### Signal wires on met1, run 1

Bar = 10 um.
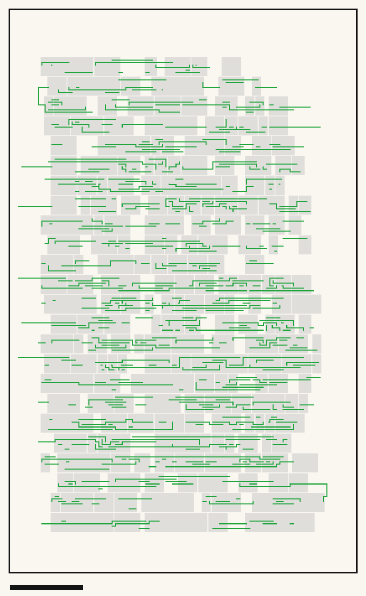
### M2 wires, run 1

Bar = 10 um.
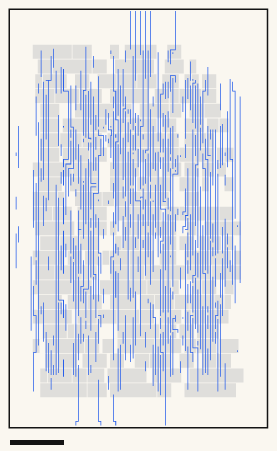
### Metal 3, run 1

Bar = 10 um.
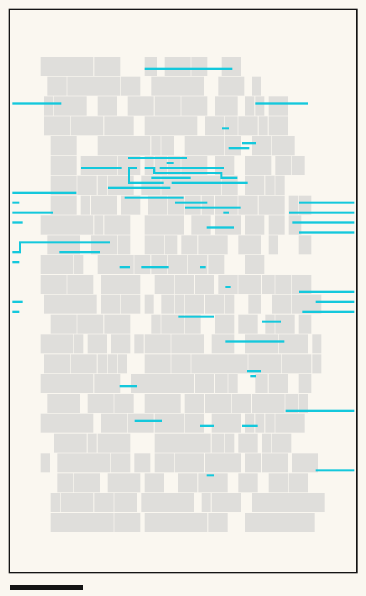
==> config.mk <==
export PLATFORM = sky130hd
export DESIGN_NAME = one_hot_way_pointer
export DESIGN_NICKNAME = d
export VERILOG_FILES = /design/src/rtl/one_hot_way_pointer_pkg.sv /design/src/rtl/one_hot_decoder.sv /design/src/rtl/rotate_priority_select.sv /design/src/rtl/one_hot_way_pointer.sv
export SDC_FILE = /design/constraint.sdc
export NUM_CORES = 1
export LEC_CHECK = 0
export CAP_MARGIN = 20
export CORE_ASPECT_RATIO = 1.75
export CORE_MARGIN = 4
export CORE_UTILIZATION = 45
export CTS_CLUSTER_SIZE = 40
export DETAILED_ROUTE_END_ITERATION = 8
export PLACE_DENSITY = 0.74
export SLEW_MARGIN = 25
export SYNTH_ARGS = -nofsm -noshare
export SYNTH_HDL_FRONTEND = slang
export SYNTH_HIERARCHICAL = 1
export SYNTH_SLANG_ARGS = --single-unit
==> constraint.sdc <==
create_clock -name clock_i -period 2.2 [get_ports clock_i]
set_clock_uncertainty 0.05 [all_clocks]
set_input_delay 0.66 -clock clock_i [delete_from_list [all_inputs] [get_ports clock_i]]
set_output_delay 0.66 -clock clock_i [all_outputs]
set_load 0.02 [all_outputs]
==> src/rtl/one_hot_way_pointer_pkg.sv <==
// Shared defaults and helpers for the one-hot way pointer and its users.
// Contents:
//   OHWP_DEFAULT_INPUT_BW  default binary index width
//   ohwp_log2              ceil(log2(n)), used at instantiation sites to
//                          derive INPUT_BW from a way/entry count
package one_hot_way_pointer_pkg;

    localparam int unsigned OHWP_DEFAULT_INPUT_BW = 3;

    // Smallest w with 2**w >= n; n <= 1 yields 0 (caller must reject that)
    function automatic int unsigned ohwp_log2(input int unsigned n);
        int unsigned w;
        w = 0;
        while ((32'd1 << w) < n) begin
            w = w + 1;
        end
        return w;
    endfunction

endpackage

==> src/rtl/one_hot_decoder.sv <==
// Binary index to one-hot decoder (combinational).
// Ports:
//   index_i     in   INPUT_BW     binary slot index
//   encoding_o  out  OUTPUT_SIZE  one-hot of index_i
module one_hot_decoder #(
    parameter  int unsigned INPUT_BW    = 3,
    localparam int unsigned OUTPUT_SIZE = 1 << INPUT_BW
) (
    input  logic [INPUT_BW-1:0]    index_i,
    output logic [OUTPUT_SIZE-1:0] encoding_o
);

    always_comb begin
        encoding_o          = '0;
        encoding_o[index_i] = 1'b1;
    end

endmodule

==> src/rtl/rotate_priority_select.sv <==
// Circular priority select: first request strictly after a one-hot start,
// wrapping around, with the start slot itself as the last candidate.
// Ports:
//   start_i         in   OUTPUT_SIZE  one-hot start position
//   req_i           in   OUTPUT_SIZE  request vector (1 = eligible)
//   grant_onehot_o  out  OUTPUT_SIZE  selected slot, one-hot (0 if none)
//   grant_index_o   out  INPUT_BW     selected slot, binary (0 if none)
//   found_o         out  1            some request was selected
//   wrapped_o       out  1            selected slot lies below the start slot
module rotate_priority_select #(
    parameter  int unsigned INPUT_BW    = 3,
    localparam int unsigned OUTPUT_SIZE = 1 << INPUT_BW
) (
    input  logic [OUTPUT_SIZE-1:0] start_i,
    input  logic [OUTPUT_SIZE-1:0] req_i,
    output logic [OUTPUT_SIZE-1:0] grant_onehot_o,
    output logic [INPUT_BW-1:0]    grant_index_o,
    output logic                   found_o,
    output logic                   wrapped_o
);

    localparam int unsigned DW = 2 * OUTPUT_SIZE;

    logic [DW-1:0] window;
    logic [DW-1:0] cand;
    logic          seen;

    // Scan window over {req, req}: lower copy covers slots after start,
    // upper copy covers slots up to and including start. With a one-hot
    // start, "start at or above k" is the complement of "start below k".
    always_comb begin
        window = '0;
        seen   = 1'b0;
        for (int unsigned p = 0; p < OUTPUT_SIZE; p++) begin
            window[p] = seen;
            seen      = seen | start_i[p];
        end
        for (int unsigned k = 0; k < OUTPUT_SIZE; k++) begin
            window[OUTPUT_SIZE + k] = ~window[k];
        end
        cand = {req_i, req_i} & window;
    end

    // Lowest set candidate wins; slot number is the position modulo size
    always_comb begin
        grant_onehot_o = '0;
        grant_index_o  = '0;
        found_o        = 1'b0;
        wrapped_o      = 1'b0;
        for (int unsigned p = 0; p < DW; p++) begin
            if (cand[p] && !found_o) begin
                found_o                               = 1'b1;
                grant_index_o                         = INPUT_BW'(p);
                grant_onehot_o[INPUT_BW'(p)]          = 1'b1;
                // Landing back on the start slot is a hold, not a wrap
                wrapped_o = (p >= OUTPUT_SIZE) && !start_i[INPUT_BW'(p)];
            end
        end
    end

endmodule

==> src/rtl/one_hot_way_pointer.sv <==
// Registered one-hot / binary pointer over 2**INPUT_BW slots with load and
// circular advance to the next unmasked slot (round-robin victim pointer).
// Ports:
//   clock_i       in   1            rising-edge clock
//   reset_i       in   1            synchronous active-high reset
//   load_i        in   1            load pointer from load_index_i
//   load_index_i  in   INPUT_BW     binary slot to load
//   advance_i     in   1            step to next eligible slot
//   mask_i        in   OUTPUT_SIZE  1 = slot ineligible
//   encoding_o    out  OUTPUT_SIZE  pointer, one-hot, registered
//   index_o       out  INPUT_BW     pointer, binary, registered
//   valid_o       out  1            combinational: some slot unmasked
//   wrap_o        out  1            registered pulse: advance wrapped downward
module one_hot_way_pointer
    import one_hot_way_pointer_pkg::*;
#(
    parameter  int unsigned INPUT_BW    = OHWP_DEFAULT_INPUT_BW,
    parameter  int unsigned RESET_INDEX = 0,
    parameter  bit          SKIP_MASKED = 1'b1,
    localparam int unsigned OUTPUT_SIZE = 1 << INPUT_BW
) (
    input  logic                   clock_i,
    input  logic                   reset_i,
    input  logic                   load_i,
    input  logic [INPUT_BW-1:0]    load_index_i,
    input  logic                   advance_i,
    input  logic [OUTPUT_SIZE-1:0] mask_i,
    output logic [OUTPUT_SIZE-1:0] encoding_o,
    output logic [INPUT_BW-1:0]    index_o,
    output logic                   valid_o,
    output logic                   wrap_o
);

    if (INPUT_BW == 0) begin : g_bad_input_bw
        $error("one_hot_way_pointer: INPUT_BW must be at least 1");
    end
    if (RESET_INDEX >= OUTPUT_SIZE) begin : g_bad_reset_index
        $error("one_hot_way_pointer: RESET_INDEX must be below OUTPUT_SIZE");
    end

    localparam logic [INPUT_BW-1:0]    RESET_IDX = INPUT_BW'(RESET_INDEX);
    localparam logic [OUTPUT_SIZE-1:0] RESET_ENC = OUTPUT_SIZE'(1) << RESET_INDEX;

    logic [OUTPUT_SIZE-1:0] encoding_q, encoding_d;
    logic [INPUT_BW-1:0]    index_q, index_d;
    logic                   wrap_q, wrap_d;

    logic [OUTPUT_SIZE-1:0] load_enc;
    logic [OUTPUT_SIZE-1:0] req;
    logic [OUTPUT_SIZE-1:0] adv_enc;
    logic [INPUT_BW-1:0]    adv_idx;
    logic                   adv_found;
    logic                   adv_wrapped;

    one_hot_decoder #(
        .INPUT_BW (INPUT_BW)
    ) u_load_dec (
        .index_i    (load_index_i),
        .encoding_o (load_enc)
    );

    // Without skipping every slot requests, so the select degenerates to +1
    assign req = SKIP_MASKED ? ~mask_i : '1;

    rotate_priority_select #(
        .INPUT_BW (INPUT_BW)
    ) u_next_sel (
        .start_i        (encoding_q),
        .req_i          (req),
        .grant_onehot_o (adv_enc),
        .grant_index_o  (adv_idx),
        .found_o        (adv_found),
        .wrapped_o      (adv_wrapped)
    );

    // Next-state priority mux: load over advance over hold
    always_comb begin
        encoding_d = encoding_q;
        index_d    = index_q;
        wrap_d     = 1'b0;
        if (load_i) begin
            encoding_d = load_enc;
            index_d    = load_index_i;
        end else if (advance_i && adv_found) begin
            encoding_d = adv_enc;
            index_d    = adv_idx;
            wrap_d     = adv_wrapped;
        end
    end

    always_ff @(posedge clock_i) begin
        if (reset_i) begin
            encoding_q <= RESET_ENC;
            index_q    <= RESET_IDX;
            wrap_q     <= 1'b0;
        end else begin
            encoding_q <= encoding_d;
            index_q    <= index_d;
            wrap_q     <= wrap_d;
        end
    end

    assign encoding_o = encoding_q;
    assign index_o    = index_q;
    assign wrap_o     = wrap_q;
    assign valid_o    = ~&mask_i;

endmodule
==> results.cfg, run 1 <==
; physical design summary
[routing]
drtIter0Drc = 73
antenna_violating_nets_post_route = 0
drtPass1Iterations = 4
wl_per_cell_um = 18.6
vias_per_cell = 6.05
totalWireLength_um = 4710
drc_violations = 0

[die]
core_area_sq_um = 2550
fp-row-count = 24
fp.dieW_um = 47.5
design.die.area_sq_um = 3660
floorplan.core_util_pct = 48.1
die_height_um = 77.1
boundaryPins = 28

[run]
drv.max_cap_violation_count = 0
log.warning_count = 29

[yosys]
synthesis.yosys.warnings = 6
top_area_share_pct = 19.6
synthCells = 156
syn-mean-instance-area_sq_um = 7.87
async_flop_share_pct = 0
syn_area_sq_um = 1230
top_area_cell = dfxtp_1
synthFlopType = dfxtp_1
synth-edff-count = 0
ys_chip_area_sq_um = 1230
syn-num-nets = 171
synth.top_cells.by_count = nor2_1, inv_1, dfxtp_1, mux2i_1
area_leaders = dfxtp_1, a211oi_2, mux2i_1
number_of_synthesized_register_bits = 12
yosys.cell_types.count = 45
synth.most_common_cell = nor2_1
synth.yosys.seq_area_share_pct = 19.6
yosys_cells = 156

[status]
violations_in_the_final_reports = negative setup slack
result_of_the_run = finished with violations

[global_routing]
grt_overflow_total = 0
grt_pass1_vias = 1568
antenna_found_initial = 0
grt_start_max_net_pins = 20
total_track_usage_pct = 26.0
grt_first_pass_wirelength_um = 7030

[final_timing]
timing.fmax_mhz = 447
grt_setup_unrepaired = true
tns_ns = -0.0421
hold_viol = 0
setup_violations = 2
timing.final.crit_share_pct = 102
slew_viol_final = 0
max-slew-margin-rel_pct = 70.8
layout_setup_ws_ns = -0.0347
timing.final.crit_period_ns = 2.23
hold_slack_ns = 0.488
tightestPinTransition_ns = 0.436

[cells_and_area]
post_layout_nonfiller_instances = 253
nets = 243
synthToLayoutAreaGrowth_pct = 67.2
share_of_the_core_filled_with_cells_in_the_final_layout_pct = 80.4
final_cell_area_sq_um = 2050
post_route_cells_drive_above_1_share_pct = 48.9
num_antenna_cells = 0

[critical_path]
cp_cell_sequence = buf_6 -> o41ai_4 -> a22oi_2 -> or3_4 -> o21a_1 -> o2111ai_2 -> mux2i_1 -> a211oi_2
crit_slowest_cell = or3_4
critical_path_peak_fanout = 5
setup.worst_path.class = register to register
critical_path_buf_inv_count = 1
crit_path_max_incr_delay_ns = 0.43
worst_path_dominant_cell_family = AND-OR/OR-AND gates
timing.critical_path.required_ns = 2.32
worst_ep_arrival_time_ns = 2.35
endpoint_kind = register
startpoint_type = register

[min_path]
hold_class = register to register

[placement]
dpl-instance-area_sq_um = 1800
place.detailed.hpwl_um = 3270
placed_cells_incl_taps = 238
port_buffers = 27
placement.setup.worst_slack_ns = -0.806

[clock_network]
cts_buffers = 3
clock_insertion_delay_worst_skew_ns = 0.24
post_cts_hold_buffer_count = 0
tritoncts = done
clk_path_buf_depth = 2
cts_max_level = 1
clock-sinks = 12
cts-root-buf = clkbuf_8
cts.reportedPaths.clkPinSlew_ns = 0.05

[power_and_ir_drop]
power_mw = 0.912
leakagePower_nw = 0.908
power_density_over_the_cells_nw_per_um2 = 444
vdd.ir_drop.worst_mv = 0.386
About 'Signal wires on met1':
wire length on this layer	1,660 um
share of all routed wire	35%

About 'M2 wires':
main direction	vertical
wire length on this layer	2,540 um
longest straight run	41.1 um
share of all routed wire	54%
total number of vias: 1,531
GRT met2 Usage: 44.4%

About 'Metal 3':
share of all routed wire	5.4%
nets with wire on the layer	40
main direction	horizontal
longest straight run	12.2 um

-- run 1: cell type report --
cell class              count  area [sq um]
clock inverters             1          3.75
fillers                   175           500
well taps                  26          32.5
inverters                  19          71.3
clock buffers               3          41.3
flip-flops and latches     12           251
repair buffers             75           631
multi-input cells         117          1020
-- run 1: power by group --
part	total (mW)	switching (mW)	internal (mW)	leakage, nW
sequential	0.249	0.0164	0.233	0.101
clock	0.209	0.0852	0.123	0.0231
combinational	0.454	0.232	0.221	0.784
-- run 1: final timing paths --
kind / from / to / slack, ns / cells past startpoint
worst min-delay path: index_o[1]$_SDFFE_PP0P_ / index_o[1]$_SDFFE_PP0P_ / 0.49 / 2
worst max-delay path: encoding_o[3]$_SDFFE_PP0P_ / index_o[0]$_SDFFE_PP0P_ / -0.03 / 8
worst min register to register: index_o[1]$_SDFFE_PP0P_ / index_o[1]$_SDFFE_PP0P_ / 0.49 / 2
worst max register to register: encoding_o[3]$_SDFFE_PP0P_ / index_o[0]$_SDFFE_PP0P_ / -0.03 / 8
-- run 1: registers in the layout, summed over array words and instances, names as in the netlist --
name and count:
encoding_o 8, index_o 3, wrap_o 1
-- run 1: metal layers --
metal	global-route usage [%]	vias to the layer above	wire length (um)
met4	18.3	0	255
li1	-	719	-
met5	0	-	0
met2	44.4	68	2540
met3	3.28	22	253
met1	26.4	722	1660
-- run 1: cells in the final DEF (no fill, tap or decap), types with 2 or more instances in the layout --
cell | netlist | final
buf_4 | 2 | 42
inv_1 | 19 | 17
clkdlybuf4s50_1 | 0 | 17
nor2_1 | 21 | 15
mux2i_1 | 12 | 11
a211oi_2 | 10 | 11
dfxtp_1 | 12 | 9
buf_2 | 1 | 7
a21oi_1 | 10 | 7
nand2b_1 | 6 | 5
buf_6 | 2 | 5
nor3_2 | 1 | 4
nand2_1 | 3 | 3
nor2_2 | 0 | 3
nor2_4 | 0 | 3
clkbuf_8 | 0 | 3
dfxtp_4 | 0 | 3
and3b_2 | 3 | 3
nor3b_1 | 3 | 3
nor3_1 | 6 | 3
a21oi_2 | 0 | 3
nand3_1 | 4 | 3
o211ai_1 | 3 | 3
inv_2 | 0 | 2
mux2_4 | 0 | 2
buf_12 | 0 | 2
a31oi_1 | 2 | 2
or3_4 | 1 | 2
o21a_1 | 2 | 2
nor4_1 | 3 | 2
-- run 1: worst register-to-register path, stage by stage, from the launching register on --
cell and delay [ns]:
dfxtp_4 0.36, buf_6 0.12, o41ai_4 0.36, a22oi_2 0.20, or3_4 0.43, o21a_1 0.20
o2111ai_2 0.16, mux2i_1 0.10, a211oi_2 0.18
-- run 1: logic make-up after synthesis --
| kind of cell | after synthesis | share of synthesized area [%] |
|---|---|---|
| simple gates | 61 | 28.3 |
| mux | 14 | 11.6 |
| compound gates | 42 | 30.3 |
| buf+inv | 27 | 10.2 |
| flops | 12 | 19.6 |
-- run 1: timing repair --
action | 4_1_cts | 5_1_grt
endpoints found under the setup margin | 14 | 13
buffers inserted | 4 | 7
gates resized | 51 | 25
pin swaps | 8 | 11
==> run 2: changes to the inputs <==
--- a/config.mk
+++ b/config.mk
@@ -5,6 +5,7 @@
 export SDC_FILE = /design/constraint.sdc
 export NUM_CORES = 1
 export LEC_CHECK = 0
+export ABC_CLOCK_PERIOD_IN_PS = 2200
 export CAP_MARGIN = 20
 export CORE_ASPECT_RATIO = 1.75
 export CORE_MARGIN = 4
### Metal 3, run 2

Bar = 10 um.
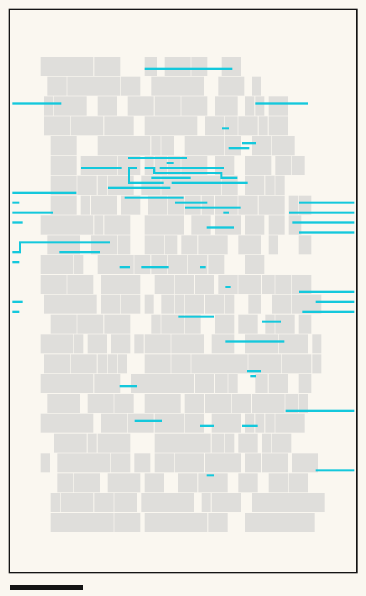
longest straight run	12.2 um
share of all routed wire	5.4%
nets with wire on the layer	40
met3 capacity usage during global routing: 3.28%
total routed wirelength: 4710 um

==> run 2 against run 1 <==
Fmax unchanged. Synthesized cell count unchanged. Global-route usage unchanged. Wire length unchanged. The flow still finishes with violations (negative setup slack). Non-clock buffer count unchanged. Critical endpoint unchanged. Area after synthesis unchanged. Utilization unchanged. Critical path depth unchanged. Register-to-register slack about the same. Final cell count unchanged. Total power unchanged.
==> results.cfg, run 2 <==
; physical design summary
[die]
core_area_sq_um = 2550
fp.dieW_um = 47.5
fp-row-count = 24
boundaryPins = 28

[yosys]
top_area_cell = dfxtp_1
yosys.cell_types.count = 45
syn_area_sq_um = 1230
synth.top_cells.by_count = nor2_1, inv_1, dfxtp_1, mux2i_1
ys_chip_area_sq_um = 1230
synthesis.yosys.warnings = 6
area_leaders = dfxtp_1, a211oi_2, mux2i_1
synth.most_common_cell = nor2_1
syn-mean-instance-area_sq_um = 7.87
synthFlopType = dfxtp_1
synthCells = 156
async_flop_share_pct = 0

[placement]
place.detailed.hpwl_um = 3270
placed_cells_incl_taps = 238
placement.setup.worst_slack_ns = -0.806
port_buffers = 27

[critical_path]
cp-startpoint = encoding_o[3]$_SDFFE_PP0P_
critical_path_buf_inv_count = 1
reg_to_reg_endpoint = index_o[0]$_SDFFE_PP0P_
critical_path_peak_fanout = 5
worst_path_dominant_cell_family = AND-OR/OR-AND gates
timing.reg2reg.worst_path_depth = 8
worst_ep_arrival_time_ns = 2.35
startpoint_type = register
endpoint = index_o[0]$_SDFFE_PP0P_
r2r_slack_ns = -0.03
crit_slowest_cell = or3_4
timing.critical_path.required_ns = 2.32
endpoint_kind = register

[global_routing]
grt_start_max_net_pins = 20
antenna_found_initial = 0
grt_pass1_vias = 1568

[routing]
route.vias.total = 1531
drtIter0Drc = 73
antenna_violating_nets_post_route = 0
drtPass1Iterations = 4
drc_violations = 0

[cells_and_area]
num_antenna_cells = 0
fillerInstances = 175
post_route_cells_drive_above_1_share_pct = 48.9
final_layout_top_logic_cell = buf_4
nets = 243
post_layout_nonfiller_instances = 253
largest_register_ff_count = 8
synthToLayoutAreaGrowth_pct = 67.2

[power_and_ir_drop]
power.internal_mw = 0.578
power_density_over_the_cells_nw_per_um2 = 444
power_mw = 0.912
switching_share_of_total_power_pct = 36.6
comb_power_share_pct = 49.8
p_switching_mw = 0.334
clock_power_share_pct = 22.9
vdd.ir_drop.worst_mv = 0.386

[final_timing]
grt_setup_unrepaired = true
tightestPinTransition_ns = 0.436
timing.fmax_mhz = 447
slew_viol_final = 0
hold_slack_ns = 0.488
setup_violations = 2
layout_setup_ws_ns = -0.0347
timing.final.crit_share_pct = 102
timing.final.crit_period_ns = 2.23
hold_viol = 0

[clock_network]
cts.reportedPaths.clkPinSlew_ns = 0.05
cts_buffers = 3
clock_insertion_delay_worst_skew_ns = 0.24
cts-root-buf = clkbuf_8

[run]
drv.max_cap_violation_count = 0

[min_path]
hold_class = register to register
hold_depth = 2

[status]
result_of_the_run = finished with violations
violations_in_the_final_reports = negative setup slack
==> run 2: cell counts in the layout (fill, tap and decap cells not counted) <==
No cell type changed its count.
==> run 2: routing by layer <==
layer / share of wire, % / vias up / track usage, % / routed length (um)
met4: 5.4 / 0 / 18.3 / 255
met2: 54 / 68 / 44.4 / 2540
met5: 0 / - / 0 / 0
met3: 5.4 / 22 / 3.28 / 253
met1: 35 / 722 / 26.4 / 1660
li1: - / 719 / - / -
==> run 2: kinds of logic (layout without fill, tap and decap cells) <==
kind of cell,after synthesis,count (layout),share of synthesized area [%]
mux,14,14,11.6
simple gates,61,61,28.3
flops,12,12,19.6
compound gates,42,42,30.3
buf+inv,27,98,10.2
==> run 2: power by group through the flow <==
stage / Combinational, mW / Clock (mW) / Sequential, mW
after global placement: 0.370 / 0 / 0.252
final: 0.454 / 0.209 / 0.249
after detailed placement: 0.378 / 0 / 0.253
after global routing: 0.481 / 0.227 / 0.252
after CTS: 0.402 / 0.217 / 0.249
after floorplan: 0.189 / 0 / 0.275
==> run 2: per-stage QoR <==
step           area (sq um)  util (%)
6_report               2050      80.4
5_1_grt                2050      80.4
4_1_cts                1900      74.6
3_5_place_dp           1800      70.6
3_3_place_gp           1800      70.6
2_1_floorplan          1270         -
==> run 2: worst min-delay path by stage <==
stage	endpoint	startpoint	slack [ns]
after floorplan	encoding_o[0]$_SDFFE_PP1P_	encoding_o[0]$_SDFFE_PP1P_	0.47
after global placement	index_o[0]$_SDFFE_PP0P_	index_o[0]$_SDFFE_PP0P_	0.46
after detailed placement	index_o[0]$_SDFFE_PP0P_	index_o[0]$_SDFFE_PP0P_	0.48
after CTS	index_o[0]$_SDFFE_PP0P_	index_o[0]$_SDFFE_PP0P_	0.49
after global routing	index_o[1]$_SDFFE_PP0P_	index_o[1]$_SDFFE_PP0P_	0.52
final	index_o[1]$_SDFFE_PP0P_	index_o[1]$_SDFFE_PP0P_	0.49
==> run 2: area by class of cell <==
| type | instances | area, sq um | share of cell area [%] |
|---|---|---|---|
| sequential | 12 | 251 | 12.3 |
| tap | 26 | 32.5 | 1.59 |
| timing repair buffer | 75 | 631 | 30.7 |
| clock buffer | 3 | 41.3 | 2.01 |
| clock inverter | 1 | 3.75 | 0.183 |
| multi-input combinational | 117 | 1020 | 49.8 |
| inverter | 19 | 71.3 | 3.48 |
==> run 2: repair_timing <==
action	in CTS	in global routing
pin swaps	8	11
endpoints found under the setup margin	14	13
gates resized	51	25
setup buffers	4	7
hold buffers	0	0
==> run 2: tightest hold or removal path: stages, from the launching register on <==
cell,delay (ns)
dfxtp_1,0.30
nor2_1,0.13
a211oi_2,0.06
### Signal wires on met1, run 2

Bar = 10 um.
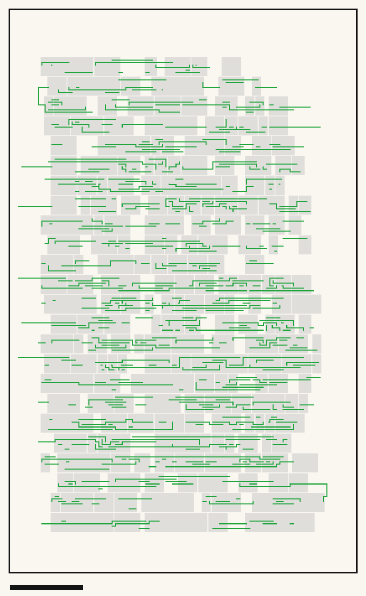

==> run 3: changes to the inputs <==
--- a/config.mk
+++ b/config.mk
@@ -5,11 +5,12 @@
 export SDC_FILE = /design/constraint.sdc
 export NUM_CORES = 1
 export LEC_CHECK = 0
+export ABC_AREA = 1
 export ABC_CLOCK_PERIOD_IN_PS = 2200
 export CAP_MARGIN = 20
 export CORE_ASPECT_RATIO = 1.75
 export CORE_MARGIN = 4
-export CORE_UTILIZATION = 45
+export CORE_UTILIZATION = 46
 export CTS_CLUSTER_SIZE = 40
 export DETAILED_ROUTE_END_ITERATION = 8
 export PLACE_DENSITY = 0.74
### Signal wires on met1, run 3

Bar = 10 um.
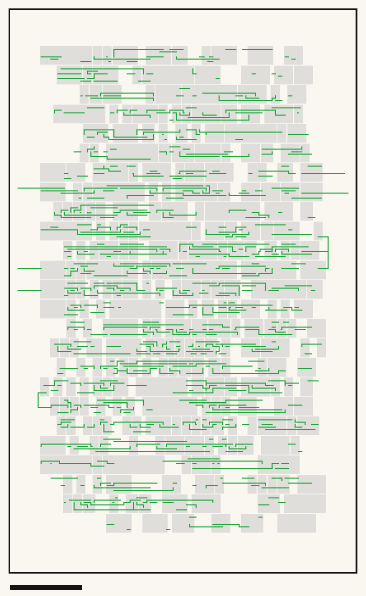
wire length on this layer	1,610 um
longest straight run	15.9 um
nets with wire on the layer	298
main direction	horizontal
share of all routed wire	35%

==> run 3 against run 2 <==
The run still ends with negative setup slack left. Highest routed layer unchanged. Total power shrank 2.7%. Setup slack got worse by 0.0087 ns. Global-route usage barely moved. Synthesized cell count increased by 54%.
==> results.cfg, run 3 <==
; physical design summary
[die]
die_height_um = 78.4
fp-row-count = 25
design.die.area_sq_um = 3780
fp.dieW_um = 48.2
floorplan.core_util_pct = 47.9
boundaryPins = 28
core_area_sq_um = 2720

[placement]
place.detailed.hpwl_um = 3290
placement.setup.worst_slack_ns = -0.805
place_congestion = 0.907
port_buffers = 27

[critical_path]
endpoint = encoding_o[0]$_SDFFE_PP1P_
critical_path_peak_fanout = 4
worst_ep_arrival_time_ns = 2.30
timing.critical_path.required_ns = 2.25
timing.reg2reg.worst_path_depth = 14
startpoint_type = register
r2r_slack_ns = -0.04
setup.worst_path.class = register to register
cp-startpoint = encoding_o[1]$_SDFFE_PP0P_
reg_to_reg_endpoint = encoding_o[0]$_SDFFE_PP1P_
r2r-start = encoding_o[1]$_SDFFE_PP0P_
endpoint_kind = register

[power_and_ir_drop]
vdd.ir_drop.worst_mv = 0.387
leakagePower_nw = 1.10
power_density_over_the_cells_nw_per_um2 = 417
power_mw = 0.887

[routing]
route.vias.total = 1707
wl_per_cell_um = 13.6
vias_per_cell = 5.10
drtPass1Iterations = 4
drtIter0Drc = 81
drc_violations = 0
antenna_violating_nets_post_route = 0
totalWireLength_um = 4550

[cells_and_area]
fillerInstances = 218
synthToLayoutAreaGrowth_pct = 63.3
largest_register_ff_count = 8
nets = 324
num_antenna_cells = 0
share_of_the_core_filled_with_cells_in_the_final_layout_pct = 78.3
logic_area_sq_um = 1010
post_route_cells_drive_above_1_share_pct = 34.4
lay_top_cells = nand2_1, buf_4, inv_1
final_layout_top_logic_cell = nand2_1
sequential_standard_cell_area_sq_um = 245

[final_timing]
timing.fmax_mhz = 446
timing.final.crit_period_ns = 2.24
layout_setup_ws_ns = -0.0434
tightestPinTransition_ns = 0.425
setup_violations = 8
slew_viol_final = 0
tns_ns = -0.141
max-slew-margin-rel_pct = 71.7
grt_setup_unrepaired = true
timing.final.crit_share_pct = 102
hold_viol = 0
hold_slack_ns = 0.501

[clock_network]
cts-root-buf = clkbuf_8
clk_path_buf_depth = 2
cts.reportedPaths.clkPinSlew_ns = 0.06
clock-sinks = 12
cts_max_level = 1
clock_insertion_delay_worst_skew_ns = 0.24
cts_buffers = 3
tritoncts = done

[global_routing]
total_track_usage_pct = 26.0
grt_pass1_vias = 1708
grt_start_max_net_pins = 18
antenna_found_initial = 0
grt_overflow_total = 0
grt_first_pass_wirelength_um = 7230

[run]
log.warning_count = 29
drv.max_cap_violation_count = 0

[yosys]
syn-mean-instance-area_sq_um = 5.43
async_flop_share_pct = 0
synth.most_common_cell = nand2_1
number_of_synthesized_register_bits = 12
synth-edff-count = 0
synth.top_cells.by_count = nand2_1, inv_1, nor2_1, nand3_1, dfxtp_1
ys_chip_area_sq_um = 1300
yosys_cells = 240
syn-num-nets = 255
top_area_cell = nand2_1
yosys.cell_types.count = 24
synthFlopType = dfxtp_1
synthesis.yosys.warnings = 6
synth.yosys.seq_area_share_pct = 18.4
area_leaders = nand2_1, dfxtp_1, inv_1
syn_area_sq_um = 1300
synthCells = 240
top_area_share_pct = 22.7

[status]
result_of_the_run = finished with violations
violations_in_the_final_reports = negative setup slack

[min_path]
hold_class = register to register
-- run 3: area by class of cell --
type	instances	area share [%]
clock buffer	4	2.59
tap	27	1.59
multi-input combinational	175	47.2
inverter	48	9.40
timing repair inverter	1	0.353
sequential	12	11.5
timing repair buffer	68	27.3
-- run 3: what timing repair did --
item                                   4_1_cts  5_1_grt
setup buffers                                7        2
setup endpoints to repair                   13       12
pin swaps                                   14       12
endpoints found under the hold margin        0        0
hold buffers                                 0        0
cloned                                       1        0
gates resized                               61       16
-- run 3: worst min path at each step --
stage	startpoint	end	cells after the start
after floorplan	index_o[0]$_SDFFE_PP0P_	index_o[0]$_SDFFE_PP0P_	4
after global placement	index_o[0]$_SDFFE_PP0P_	index_o[0]$_SDFFE_PP0P_	4
after detailed placement	index_o[0]$_SDFFE_PP0P_	index_o[0]$_SDFFE_PP0P_	4
after CTS	index_o[0]$_SDFFE_PP0P_	index_o[0]$_SDFFE_PP0P_	4
after global routing	index_o[0]$_SDFFE_PP0P_	index_o[0]$_SDFFE_PP0P_	4
final	index_o[0]$_SDFFE_PP0P_	index_o[0]$_SDFFE_PP0P_	4
-- run 3: critical path: stages, from the launching register on --
cell	delay [ns]
dfxtp_4	0.36
nor2_4	0.18
nand4_4	0.14
nor2_4	0.19
nor2_4	0.07
nor2_4	0.13
nand4_4	0.12
nor2_8	0.12
nand4_4	0.10
nor2_4	0.12
o21ai_2	0.07
nand2_2	0.13
nand2_4	0.09
nand2_1	0.12
nand3_1	0.09
-- run 3: through the flow --
step / instance area (sq um) / cells
2_1_floorplan: 1350 / 240
6_report: 2130 / 335
4_1_cts: 2040 / 333
3_3_place_gp: 1850 / 321
5_1_grt: 2130 / 335
3_5_place_dp: 1850 / 321
-- run 3: power breakdown --
part	total (mW)	switching, mW	internal, mW
clock network	0.246	0.0877	0.158
registers	0.247	0.0144	0.233
logic	0.394	0.222	0.173
total	0.887	0.324	0.564
-- run 3: cell families (layout without fill, tap and decap cells) --
group                  count (synthesis)  in the layout  synth area share (%)
AND-OR/OR-AND                         10             10                  4.41
AND/OR/NAND/NOR                      165            165                  60.3
flip-flops                            12             12                  18.4
buffers and inverters                 53            121                  16.9
-- run 3: layer usage --
metal | GRT usage (%) | wire length [um] | part of all wire (%)
met1 | 25.7 | 1610 | 35
met2 | 46.2 | 2560 | 56
met3 | 2.29 | 106 | 2.3
met4 | 16.7 | 269 | 5.9
met5 | 0 | 0 | 0
Power figures rest on the tool's default switching activity, not on a simulated workload.
